===== src/rtl/video_pattern_gen.sv =====
// video_pattern_gen: programmable video timing generator with ramp, colour-bar, solid and coordinate patterns.
module video_pattern_gen #(
  parameter int PIXEL_WIDTH = 10,
  parameter int H_ACTIVE    = 640,
  parameter int H_FP        = 16,
  parameter int H_SYNC      = 96,
  parameter int H_BP        = 48,
  parameter int V_ACTIVE    = 480,
  parameter int V_FP        = 10,
  parameter int V_SYNC      = 2,
  parameter int V_BP        = 33
) (
  input  logic                     clk,
  input  logic                     rst,
  input  logic                     en_i,
  input  logic [1:0]               pattern_i,
  input  logic [3*PIXEL_WIDTH-1:0] color_i,
  output logic [3*PIXEL_WIDTH-1:0] do_o,
  output logic                     de_o,
  output logic                     hs_o,
  output logic                     vs_o,
  output logic                     sof_o,
  output logic                     busy_o
);
  localparam int H_TOTAL = H_ACTIVE + H_FP + H_SYNC + H_BP;
  localparam int V_TOTAL = V_ACTIVE + V_FP + V_SYNC + V_BP;
  localparam int HW = $clog2(H_TOTAL);
  localparam int VW = $clog2(V_TOTAL);
  localparam int BAR_W = H_ACTIVE / 8;
  localparam int BW = $clog2(BAR_W) + 1;
  localparam logic [HW-1:0] H_LAST = HW'(H_TOTAL - 1);
  localparam logic [HW-1:0] H_ACT  = HW'(H_ACTIVE);
  localparam logic [HW-1:0] HS_BEG = HW'(H_ACTIVE + H_FP);
  localparam logic [HW-1:0] HS_END = HW'(H_ACTIVE + H_FP + H_SYNC);
  localparam logic [VW-1:0] V_LAST = VW'(V_TOTAL - 1);
  localparam logic [VW-1:0] V_ACT  = VW'(V_ACTIVE);
  localparam logic [VW-1:0] VS_BEG = VW'(V_ACTIVE + V_FP);
  localparam logic [VW-1:0] VS_END = VW'(V_ACTIVE + V_FP + V_SYNC);
  localparam logic [BW-1:0] BAR_LAST = BW'(BAR_W - 1);

  typedef enum logic [1:0] {IDLE, RUN, STOP} state_t;

  state_t                   r_state, w_next;
  logic [HW-1:0]            r_h;
  logic [VW-1:0]            r_v;
  logic [PIXEL_WIDTH-1:0]   r_frame;
  logic [BW-1:0]            r_bx;
  logic [2:0]               r_bar;
  logic [1:0]               r_pat;
  logic [3*PIXEL_WIDTH-1:0] r_col, w_pix;
  logic [PIXEL_WIDTH-1:0]   w_hp, w_vp;
  logic                     w_run, w_hlast, w_last, w_cap, w_de, w_hs, w_vs, w_sof;

  always_comb begin
    w_run   = r_state != IDLE;
    w_hlast = r_h == H_LAST;
    w_last  = w_hlast && r_v == V_LAST;
    w_next  = !w_run ? (en_i ? RUN : IDLE) : en_i ? RUN : w_last ? IDLE : STOP;
    // pattern/colour are latched so that they are valid while the counters sit at h=0,v=0
    w_cap   = en_i && (!w_run || w_last);
    w_de    = w_run && r_h < H_ACT && r_v < V_ACT;
    w_hs    = w_run && r_h >= HS_BEG && r_h < HS_END;
    w_vs    = w_run && r_v >= VS_BEG && r_v < VS_END;
    w_sof   = w_run && r_h == '0 && r_v == '0;
    w_hp    = PIXEL_WIDTH'(r_h);
    w_vp    = PIXEL_WIDTH'(r_v);
    w_pix   = r_pat == 2'd0 ? {3{w_hp}} :
              r_pat == 2'd1 ? {{PIXEL_WIDTH{~r_bar[0]}}, {PIXEL_WIDTH{~r_bar[2]}}, {PIXEL_WIDTH{~r_bar[1]}}} :
              r_pat == 2'd2 ? r_col : {r_frame, w_vp, w_hp};
    busy_o  = w_run;
  end

  always_ff @(posedge clk or posedge rst) begin
    if (rst) begin
      r_state <= IDLE;
      r_h     <= '0;
      r_v     <= '0;
      r_frame <= '0;
      r_bx    <= '0;
      r_bar   <= '0;
      r_pat   <= '0;
      r_col   <= '0;
      do_o    <= '0;
      de_o    <= 1'b0;
      hs_o    <= 1'b0;
      vs_o    <= 1'b0;
      sof_o   <= 1'b0;
    end else begin
      r_state <= w_next;
      if (w_run) begin
        r_h <= w_hlast ? '0 : r_h + 1'b1;
        if (w_hlast) r_v <= w_last ? '0 : r_v + 1'b1;
        if (w_last) r_frame <= r_frame + 1'b1;
        r_bx  <= (w_hlast || r_bx == BAR_LAST) ? '0 : r_h < H_ACT ? r_bx + 1'b1 : r_bx;
        r_bar <= w_hlast ? '0 : (r_h < H_ACT && r_bx == BAR_LAST) ? r_bar + 1'b1 : r_bar;
      end
      if (w_cap) begin
        r_pat <= pattern_i;
        r_col <= color_i;
      end
      do_o  <= w_de ? w_pix : '0;
      de_o  <= w_de;
      hs_o  <= w_hs;
      vs_o  <= w_vs;
      sof_o <= w_sof;
    end
  end
endmodule


===== config.mk =====
export PLATFORM = sky130hd
export DESIGN_NAME = video_pattern_gen
export DESIGN_NICKNAME = d
export VERILOG_FILES = /design/src/rtl/video_pattern_gen.sv
export SDC_FILE = /design/constraint.sdc
export NUM_CORES = 1
export LEC_CHECK = 0
export ABC_AREA = 0
export CAP_MARGIN = 20
export CORE_MARGIN = 2
export CORE_UTILIZATION = 25
export DETAILED_ROUTE_END_ITERATION = 8
export PLACE_DENSITY_LB_ADDON = 0.15
export REMOVE_ABC_BUFFERS = 1
export SYNTH_ARGS = -nofsm -noshare
export SYNTH_HDL_FRONTEND = slang
export SYNTH_SLANG_ARGS = --single-unit

===== constraint.sdc =====
create_clock -name clk -period 4.46 [get_ports clk]
set_clock_uncertainty 0.2 [all_clocks]
set_input_delay 0.669 -clock clk [delete_from_list [all_inputs] [get_ports clk]]
set_output_delay 0.669 -clock clk [all_outputs]
set_load 0.03 [all_outputs]

==> images/logic_types.png <==
The bar under the picture is 50 um long.
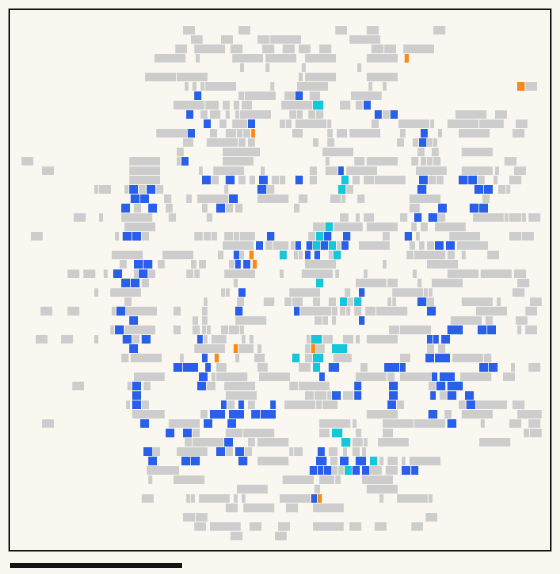
Key: blue = inverting AOI/OAI gates [cells 146]; orange = inverters [cells 9]; cyan = AND and OR gates [cells 21]

==> images/wires.png <==
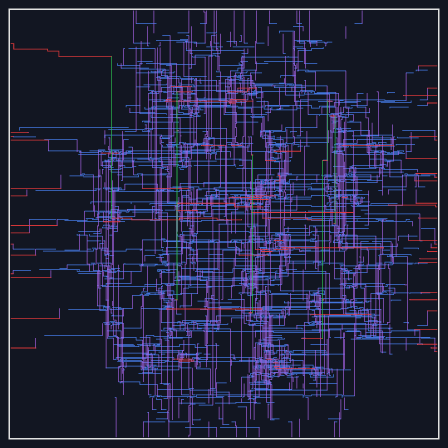
Key: purple = metal 2 [wire length 7,500 um]; green = metal 4 [wire length 320 um]; red = metal 3 [wire length 822 um]; blue = metal 1 [wire length 7,970 um]

==> images/flops_by_reg.png <==
Other sequential cells in the stronger gray, the rest of the logic in the fainter gray.
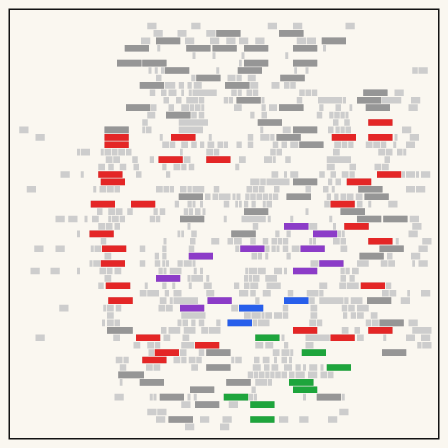
Key: purple = `r_h` [placed flops 10]; green = `r_bx` [placed flops 8]; blue = `r_bar` [placed flops 3]; red = `r_col` [placed flops 30]

==> ci_impl_report.md <==
## PnR job results

| Metric | Value |
|---|---|
| Result of the run | finished, final reports clean |
| Area growth from synthesis to layout | 21.3% |
| Post-synthesis share of cell area spent on and, or, nand and nor gates | 0.240 |
| Main synth FF type | dfrtp_1 |
| Die span in x | 157 um |
| Buffer depth of the longest clock path | 2 |
| Count of clock buffers in the final design | 10 |
| Number of non-clock buffers | 78 |
| Cell taking the most area after synthesis | dfrtp_1 |
| Initial DRT Pass Iterations | 6 |
| Well-tap cell count | 313 |
| Ao+oa area frac | 0.196 |
| Terminating pin of the worst hold path | r_frame[9] |
| Worst flop-to-flop path endpoint | r_col[10] |
| Clock slew seen by the registers of the worst setup and hold paths | 0.08 ns |
| Flops & latches, synth | 109 |
| Remaining number of nets flagged by the antenna check after routing | 0 |
| Busiest grt layer | met2 |
| Sequential area share after synthesis | 0.467 |
| Critical path class | reg2out |
| Number of warnings reported in the yosys synthesis log | 0 |
| Setup repair after global routing missed its margin | no |
| Startpoint of the tightest hold check path | r_frame[9] |
| Worst stage delay on the critical path | 0.77 ns |
| Root Buffer Master | clkbuf_16 |
| Worst hold path stage count | 1 |
| Average wire length per cell after detail routing | 17.0 um |
| Fin Hold WS | 0.269 ns |
| Fraction of area in registers | 0.385 |
| Clk latency late pin | 0.36 ns |
| Total vias in the final route | 4,747 |
| Tmin final | 3.09 ns |
| Drt via density | 4.87 |
| Area-dominant class | multi-input combinational cells |
| Largest vdd supply drop | 0.209 mV |
| Psw | 1.14 mW |
| Final setup TNS | 0 ns |
| Leading registers by flop count | do_o x30, r_col x30 |
| Multi-input gate count | 450 |
| First DRT Iteration DRCs | 418 |
| Required time of the critical path | 3.59 ns |
| Die footprint | 24,600 um^2 |
| Period utilisation layout | 0.692 |
| Dominant logic cell type in the layout | dfrtp_1 |
| OpenROAD warning count | 27 |
| Yosys chip area | 5840 um^2 |
| Hpwl dp | 11,100 um |
| Final-layout fill cell count | 2,372 |
| Drc violations | 0 |
| Total number of sequential cells | 109 |
| Post-synthesis instance area | 5840 um^2 |
| Classification of the worst-slack hold path | reg2reg |
| Clock tree from TritonCTS | done |
| Critical Path AT | 2.22 ns |
| Overall power of the completed layout | 3.18 mW |
| Area fraction of the dominant cell type after synthesis | 0.467 |
| Register-to-Register Path Depth | 6 |
| Area share of fa/ha/maj cells after synthesis | 0.0150 |
| Number of antenna violations at the first check in global routing | 0 |
| Top pwr grp | sequential cells |
| Worst Path Buf+Inv | 4 |
| Switching part of the total | 0.358 |
| Async set-or-reset flop fraction in the synthesized netlist | 1.00 |
| Final tally of hold violations | 0 |
| Hold buffers post-CTS | 0 |
| Syn Inst Count | 625 |
| Portion of the layout cell area used by non-clock buffers | 0.110 |
| Share of the synthesized netlist area taken by xor and xnor gates | 0.0300 |
| Cell seen most often among critical-path stages | buf_4 |
| Storage cell area | 2730 um^2 |
| Die Height | 157 um |
| Antenna fix cells | 0 |
| Final layout net count | 699 |
| Global Route met3 Usage | 0.0233 |
| Most frequent cell after synthesis | dfrtp_1 |
| Layout inverter count without the clock tree | 9 |
| Post-cts gate resize count | 0 |
| Met2 Use GR | 0.220 |
| Total setup violations reported at the end of the flow | 0 |
| Logic gate share of total power | 0.296 |
| Multi-input gate area in the final layout | 2840 um^2 |
| Leak pwr | 2.86 nW |
| Cell class contributing the biggest share of worst-path delay | buffers and inverters |
| Max_cap viols | 0 |
| Maximum number of pins on one net before global-route repair | 67 |
| Number of standard-cell rows in the floorplan | 55 |
| Final Max-Slew Violation Tally | 0 |
| Number of synthesized flops with an enable pin | 0 |
| Via count of the first global-routing pass | 4,671 |
| Number of stages on the worst setup path | 5 |
| Placeable core region | 22,800 um^2 |
| Number of H-tree levels | 3 |
| Yosys Instances | 625 |
| Destination of the critical timing path | busy_o |
[through the flow]
stage / utilization / area (um^2) / worst slack, ns / cells
global route: 0.311 / 7080 / 1.27 / 975
CTS: 0.310 / 7060 / 1.35 / 974
finish: 0.311 / 7080 / 1.37 / 975
global placement: 0.297 / 6750 / 1.77 / 958
floorplan: - / 5590 / 0.717 / 568
detailed placement: 0.297 / 6750 / 1.70 / 958
[cell families after synthesis]
kind of cell | Yosys count
flip-flops | 109
XOR/XNOR | 20
adder cells (fa/ha/maj) | 7
multiplexers | 2
buffers and inverters | 66
AND/OR/NAND/NOR | 264
AND-OR/OR-AND | 157
[metal layers]
| layer | part of all wire | wire, um |
|---|---|---|
| met1 | 0.48 | 7970 |
| met2 | 0.45 | 7500 |
| met4 | 0.019 | 319 |
| met5 | 0 | 0 |
| met3 | 0.049 | 821 |
Power figures rest on the tool's default switching activity, not on a simulated workload.
